**Drive-strength map**

Bar = 100 um.
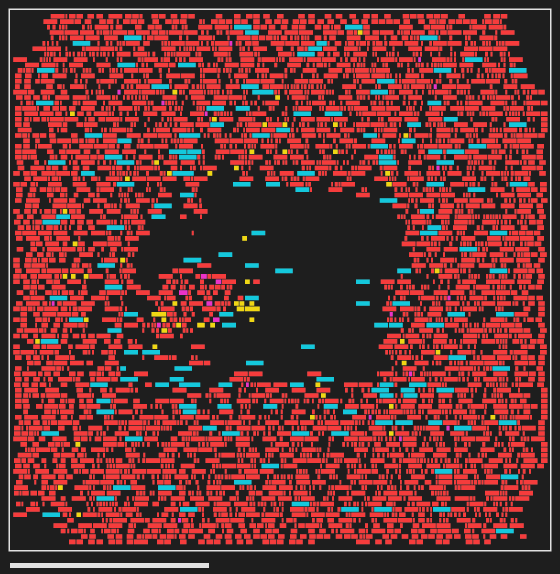
**Routing congestion map**

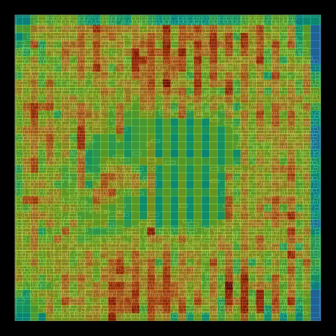
==> config.mk <==
export PLATFORM = sky130hd
export DESIGN_NAME = spi_dec_subnode
export DESIGN_NICKNAME = d
export VERILOG_FILES = /design/src/rtl/spi_dec_subnode.sv
export SDC_FILE = /design/constraint.sdc
export NUM_CORES = 2
export LEC_CHECK = 0
export CAP_MARGIN = 10
export CORE_UTILIZATION = 45
export CTS_BUF_LIST = sky130_fd_sc_hd__clkbuf_16
export DETAILED_ROUTE_END_ITERATION = 12
export PLACE_DENSITY = 0.69
export SKIP_CTS_REPAIR_TIMING = 1
export SLEW_MARGIN = 20
export SYNTH_ARGS = -nofsm -noshare
export SYNTH_HDL_FRONTEND = slang
export SYNTH_SLANG_ARGS = --single-unit
==> constraint.sdc <==
create_clock -name in_clk -period 2.62 [get_ports in_clk]
set_input_delay 0.524 -clock in_clk [delete_from_list [all_inputs] [get_ports in_clk]]
set_output_delay 0.524 -clock in_clk [all_outputs]
set_load 0.01 [all_outputs]
==> src/rtl/spi_dec_subnode.sv <==
// SPI responder for the decryption path: receives ciphertext then key on sdi,
// presents them in parallel, then serialises the recovered plaintext on sdo.
module spi_dec_subnode #(
  parameter int unsigned nk = 8,
  parameter int unsigned nb = 4,
  parameter int unsigned nr = 14
) (
  input  logic              in_clk,
  input  logic              rst,
  input  logic              cs,
  input  logic              sdi,
  input  logic [32*nb-1:0]  from_dec_msg,
  output logic              sdo,
  output logic [32*nb-1:0]  to_dec_cipher,
  output logic [32*nk-1:0]  to_dec_key,
  output logic              busy,
  output logic              done
);

  localparam int unsigned NKEY = 32 * nk;
  localparam int unsigned NOUT = 32 * nb;
  localparam int unsigned NIN  = NOUT + NKEY;
  localparam int unsigned CW   = $clog2(NIN);
  localparam logic [CW-1:0] LastRx = CW'(NIN - 1);
  localparam logic [CW-1:0] LastTx = CW'(NOUT - 1);

  // The round count only travels with the parameter set; reject a meaningless value.
  if (nr == 0) begin : g_nr_check
    $error("spi_dec_subnode: nr must be nonzero");
  end

  typedef enum logic [2:0] {StIdle, StRx, StCapture, StTx, StDone} state_e;

  state_e              state_q, state_d;
  logic [CW-1:0]       cnt_q, cnt_d;
  logic [NIN-2:0]      rx_q, rx_d;
  logic [NOUT-2:0]     tx_q, tx_d;
  logic                sdo_d, busy_d, done_d;
  logic [NOUT-1:0]     cipher_d;
  logic [NKEY-1:0]     key_d;
  logic [NIN-1:0]      frame;

  // The bit arriving this edge completes the frame together with the stored bits.
  assign frame = {rx_q, sdi};

  always_comb begin
    state_d  = state_q;
    cnt_d    = cnt_q;
    rx_d     = rx_q;
    tx_d     = tx_q;
    sdo_d    = 1'b0;
    done_d   = 1'b0;
    cipher_d = to_dec_cipher;
    key_d    = to_dec_key;
    unique case (state_q)
      StIdle: begin
        if (!cs) begin
          rx_d    = frame[NIN-2:0];
          cnt_d   = CW'(1);
          state_d = StRx;
        end
      end
      StRx: begin
        if (cs) begin
          state_d = StIdle;
          cnt_d   = '0;
        end else begin
          rx_d  = frame[NIN-2:0];
          cnt_d = cnt_q + CW'(1);
          if (cnt_q == LastRx) begin
            cipher_d = frame[NIN-1 -: NOUT];
            key_d    = frame[NKEY-1:0];
            cnt_d    = '0;
            state_d  = StCapture;
          end
        end
      end
      StCapture: begin
        if (cs) begin
          state_d = StIdle;
          cnt_d   = '0;
        end else begin
          tx_d    = from_dec_msg[NOUT-2:0];
          sdo_d   = from_dec_msg[NOUT-1];
          cnt_d   = '0;
          state_d = StTx;
        end
      end
      StTx: begin
        if (cs) begin
          state_d = StIdle;
          cnt_d   = '0;
        end else if (cnt_q == LastTx) begin
          state_d = StDone;
          done_d  = 1'b1;
        end else begin
          sdo_d = tx_q[NOUT-2];
          tx_d  = {tx_q[NOUT-3:0], 1'b0};
          cnt_d = cnt_q + CW'(1);
        end
      end
      StDone: begin
        if (cs) begin
          state_d = StIdle;
          cnt_d   = '0;
        end
      end
      default: begin
        state_d = StIdle;
        cnt_d   = '0;
      end
    endcase
    busy_d = (state_d == StRx) || (state_d == StCapture) || (state_d == StTx);
  end

  always_ff @(posedge in_clk) begin
    if (rst) begin
      state_q       <= StIdle;
      cnt_q         <= '0;
      rx_q          <= '0;
      tx_q          <= '0;
      sdo           <= 1'b0;
      busy          <= 1'b0;
      done          <= 1'b0;
      to_dec_cipher <= '0;
      to_dec_key    <= '0;
    end else begin
      state_q       <= state_d;
      cnt_q         <= cnt_d;
      rx_q          <= rx_d;
      tx_q          <= tx_d;
      sdo           <= sdo_d;
      busy          <= busy_d;
      done          <= done_d;
      to_dec_cipher <= cipher_d;
      to_dec_key    <= key_d;
    end
  end

endmodule

==> impl_metrics.yaml <==
# synthesis and place-and-route metrics
power:
  intPower_mw: 20.8
  netSwitchingFraction: 0.223
  power_clock_mw: 12.1
  share_clk_of_total_power: 0.453
  seqPwrFrac: 0.517
  power_top_consumer: "sequential cells"
  switching_power_mw: 5.97
  powerSeq_mw: 13.8
  peak_ir_drop_on_the_vdd_network_v: 0.000414
  pwr-share-comb: 0.030
  pg_comb_uw: 813
  power_density_nw_per_um2: 643
  static-leakage-power_nw: 14.3
  report.power.total_mw: 26.8
final_timing:
  actual_transition_at_the_worst_max_transition_pin_ps: 726
  timing.fmax_ghz: 0.424
  max_slew_margin: 0.516
  final.min_clock_period_ps: 2360
  setup-violations-final: 0
  finalCritPeriodShare: 0.901
  setup_repair_after_global_routing_missed_its_margin: "false"
  final_max_slew_viol_count: 0
  holdWs_ps: 315
  final_hold_violation_count: 0
  clock_skew_ps: 16.4
  tns_ps: 0
  post-route-worst-setup-slack_ps: 259
worst_setup_path:
  timing.rr.start: "cnt_q[0]"
  critPathKind: "register to register"
  worst_setup_path_startpoint: "cnt_q[0]"
  critPathCapture: "to_dec_key[36]"
  critical_path.endpoint_type: "register"
  worstPathMaxFanout: 18
  rr_endpoint: "to_dec_key[36]"
  reg2reg_slack_ps: 260
  worst-r2r-cell-count: 7
  cp_data_arrival_time_ps: 2850
  critPathLaunchType: "register"
  worst-endpoint-required_ps: 3110
logic_synthesis:
  mux_share: 0.0390
  dominantRegCellSynth: "sky130_fd_sc_hd__dfxtp_1"
  post_synth_area_hogs: "sky130_fd_sc_hd__dfxtp_1 (56%), sky130_fd_sc_hd__nand2_1 (18%), sky130_fd_sc_hd__a21oi_1 (12%)"
  synth.cellmix.xorXnorShare: 0.000538
  yosysWarningCount: 0
  synth-cells-yosys: 3997
  yosys-stat-area_um2: 32600
  syn-instance-count: 3997
  adder_share: 0.000384
  synth_area_per_cell_um2: 8.15
  common_cells: "sky130_fd_sc_hd__nand2_1 (1539), sky130_fd_sc_hd__dfxtp_1 (909), sky130_fd_sc_hd__a21oi_1 (775)"
  synth.ff_latch_count: 909
  yosys-dominant-comb-family: "simple AND/OR/NAND/NOR gates"
  async_reset_ff_frac: 0
  netlist_area_um2: 32600
  post-synth-top-area-cell: "sky130_fd_sc_hd__dfxtp_1"
  synth-seq-area-share: 0.559
  enable_flop_cells: 0
  simple_gate_area_frac: 0.202
  synth_top_area_share: 0.559
  floorplan.nets: 4130
  synth.cellmix.compoundShare: 0.152
  netlist.top_cell.by_instances: "sky130_fd_sc_hd__nand2_1"
  post_synth_num_cell_types: 45
cells_and_area:
  number_of_nets_in_the_layout: 4523
  most_common_library_cell_in_the_layout_ignoring_fill_and_taps: "sky130_fd_sc_hd__nand2_1"
  biggestRegsByFlops: "rx_q: 383 flops, to_dec_key: 256 flops, to_dec_cipher: 128 flops"
  top_library_cells_by_usage_in_the_layout_fill_and_taps_aside: "sky130_fd_sc_hd__nand2_1 (1539), sky130_fd_sc_hd__dfxtp_1 (909), sky130_fd_sc_hd__a21oi_1 (775)"
  post_layout_nonfiller_instances: 5412
  final_standard_cell_area_without_fillers_um2: 41600
  largest_register_ff_count: 383
  area_growth_syn_to_layout_pct: 27.8
  top_register: "rx_q"
  antenna_cells_inserted: 0
  post_route_cells_drive_above_1_share: 0.0518
  n_fill_cell: 6456
clock_network:
  htree_levels: 3
  cts_buffers: 92
  worst_skew_pair.late_latency_ps: 630
  cts_root_buffer: "sky130_fd_sc_hd__clkbuf_16"
  clkSlewWorstSetupHoldPaths_ps: 60
  number_of_sinks_handled_by_clock_tree_synthesis: 909
  tritoncts_clock_tree: "done"
  ctsLongestPathBuffers: 3
floorplanning:
  rows: 98
  chipWidth_um: 271
  coreArea_um2: 71600
  floorplan.core_util: 0.455
  die-area_um2: 73500
  floorplan.io_pins: 519
  die.size.y_um: 271
placed_design:
  finalWeightedCongestion: 0.802
  detailed_place_hpwl_um: 54600
  placed_cells: 5246
  port_buffers: 518
  dpl-instance-area_um2: 38900
  dpl_worst_slack_ps: -55.6
global_route:
  m1_gr_usage: 0.283
  globalRoute.totalOverflow: 0
  via_count_of_the_first_global_routing_pass: 25300
  largest_net_degree_at_the_start_of_global_routing: 129
  grt_antenna_before_repair: 1
  grt_usage: 0.219
  wire_length_of_the_first_global_routing_pass_um: 133000
run:
  stage_log_warnings: 32
  max_cap_violations: 0
detailed_routing:
  wl_met1_um: 36400
  detailedRoute.firstIterationViolations: 2067
  met2_wirelength_um: 39300
  wirelength_um: 83100
  top_signal_layer_used: "met4"
  via_count: 27500
  vias_per_cell: 5.08
  drtPass1Iterations: 5
  drt_drc_violations_left: 0
  dr_wl_met3_um: 4960
  drtAntennaViolNets: 0
hold_path:
  min_to: "to_dec_key[223]"
  hold-path-cell-count: 2
  worst_hold_startpoint: "rst"
  worst_hold_path_type: "primary input to register"
outcome:
  status: "complete, no violations"
Notes on 'drive-strength map' above:
magenta -> drive 2  # cells 22, share 0.49%
yellow -> drive 3 to 4  # cells 56, share 1.3%
cyan -> drive 6 and up  # cells 153, share 3.4%
red -> drive 1 or less  # cells 4231, share 95%

Notes on 'routing congestion map' above:
final cell utilization of the core: 0.581
met2 Track Usage GR: 0.357
per-cell routed wire length: 15.3 um
met3 track demand over resource in global routing: 0.0515
layer with the highest usage: met2

layout make-up:
type | count | area (um^2) | area share
inverter | 3 | 11.3 | 0.000271
multi-input combinational | 2766 | 12900 | 0.309
clock buffer | 93 | 2330 | 0.0559
sequential | 909 | 18200 | 0.437
clock inverter | 73 | 449 | 0.0108
tap | 950 | 1190 | 0.0286
timing repair buffer | 618 | 6590 | 0.158
worst max-delay path: stages, from the launching register on:
cell and delay [ps]:
sky130_fd_sc_hd__dfxtp_1 410, sky130_fd_sc_hd__ha_1 270, sky130_fd_sc_hd__nand4_2 320, sky130_fd_sc_hd__or4_4 660
sky130_fd_sc_hd__buf_12 190, sky130_fd_sc_hd__buf_4 200, sky130_fd_sc_hd__nand2_1 90, sky130_fd_sc_hd__a21oi_1 60
Power is estimated from default activity; no workload was simulated.
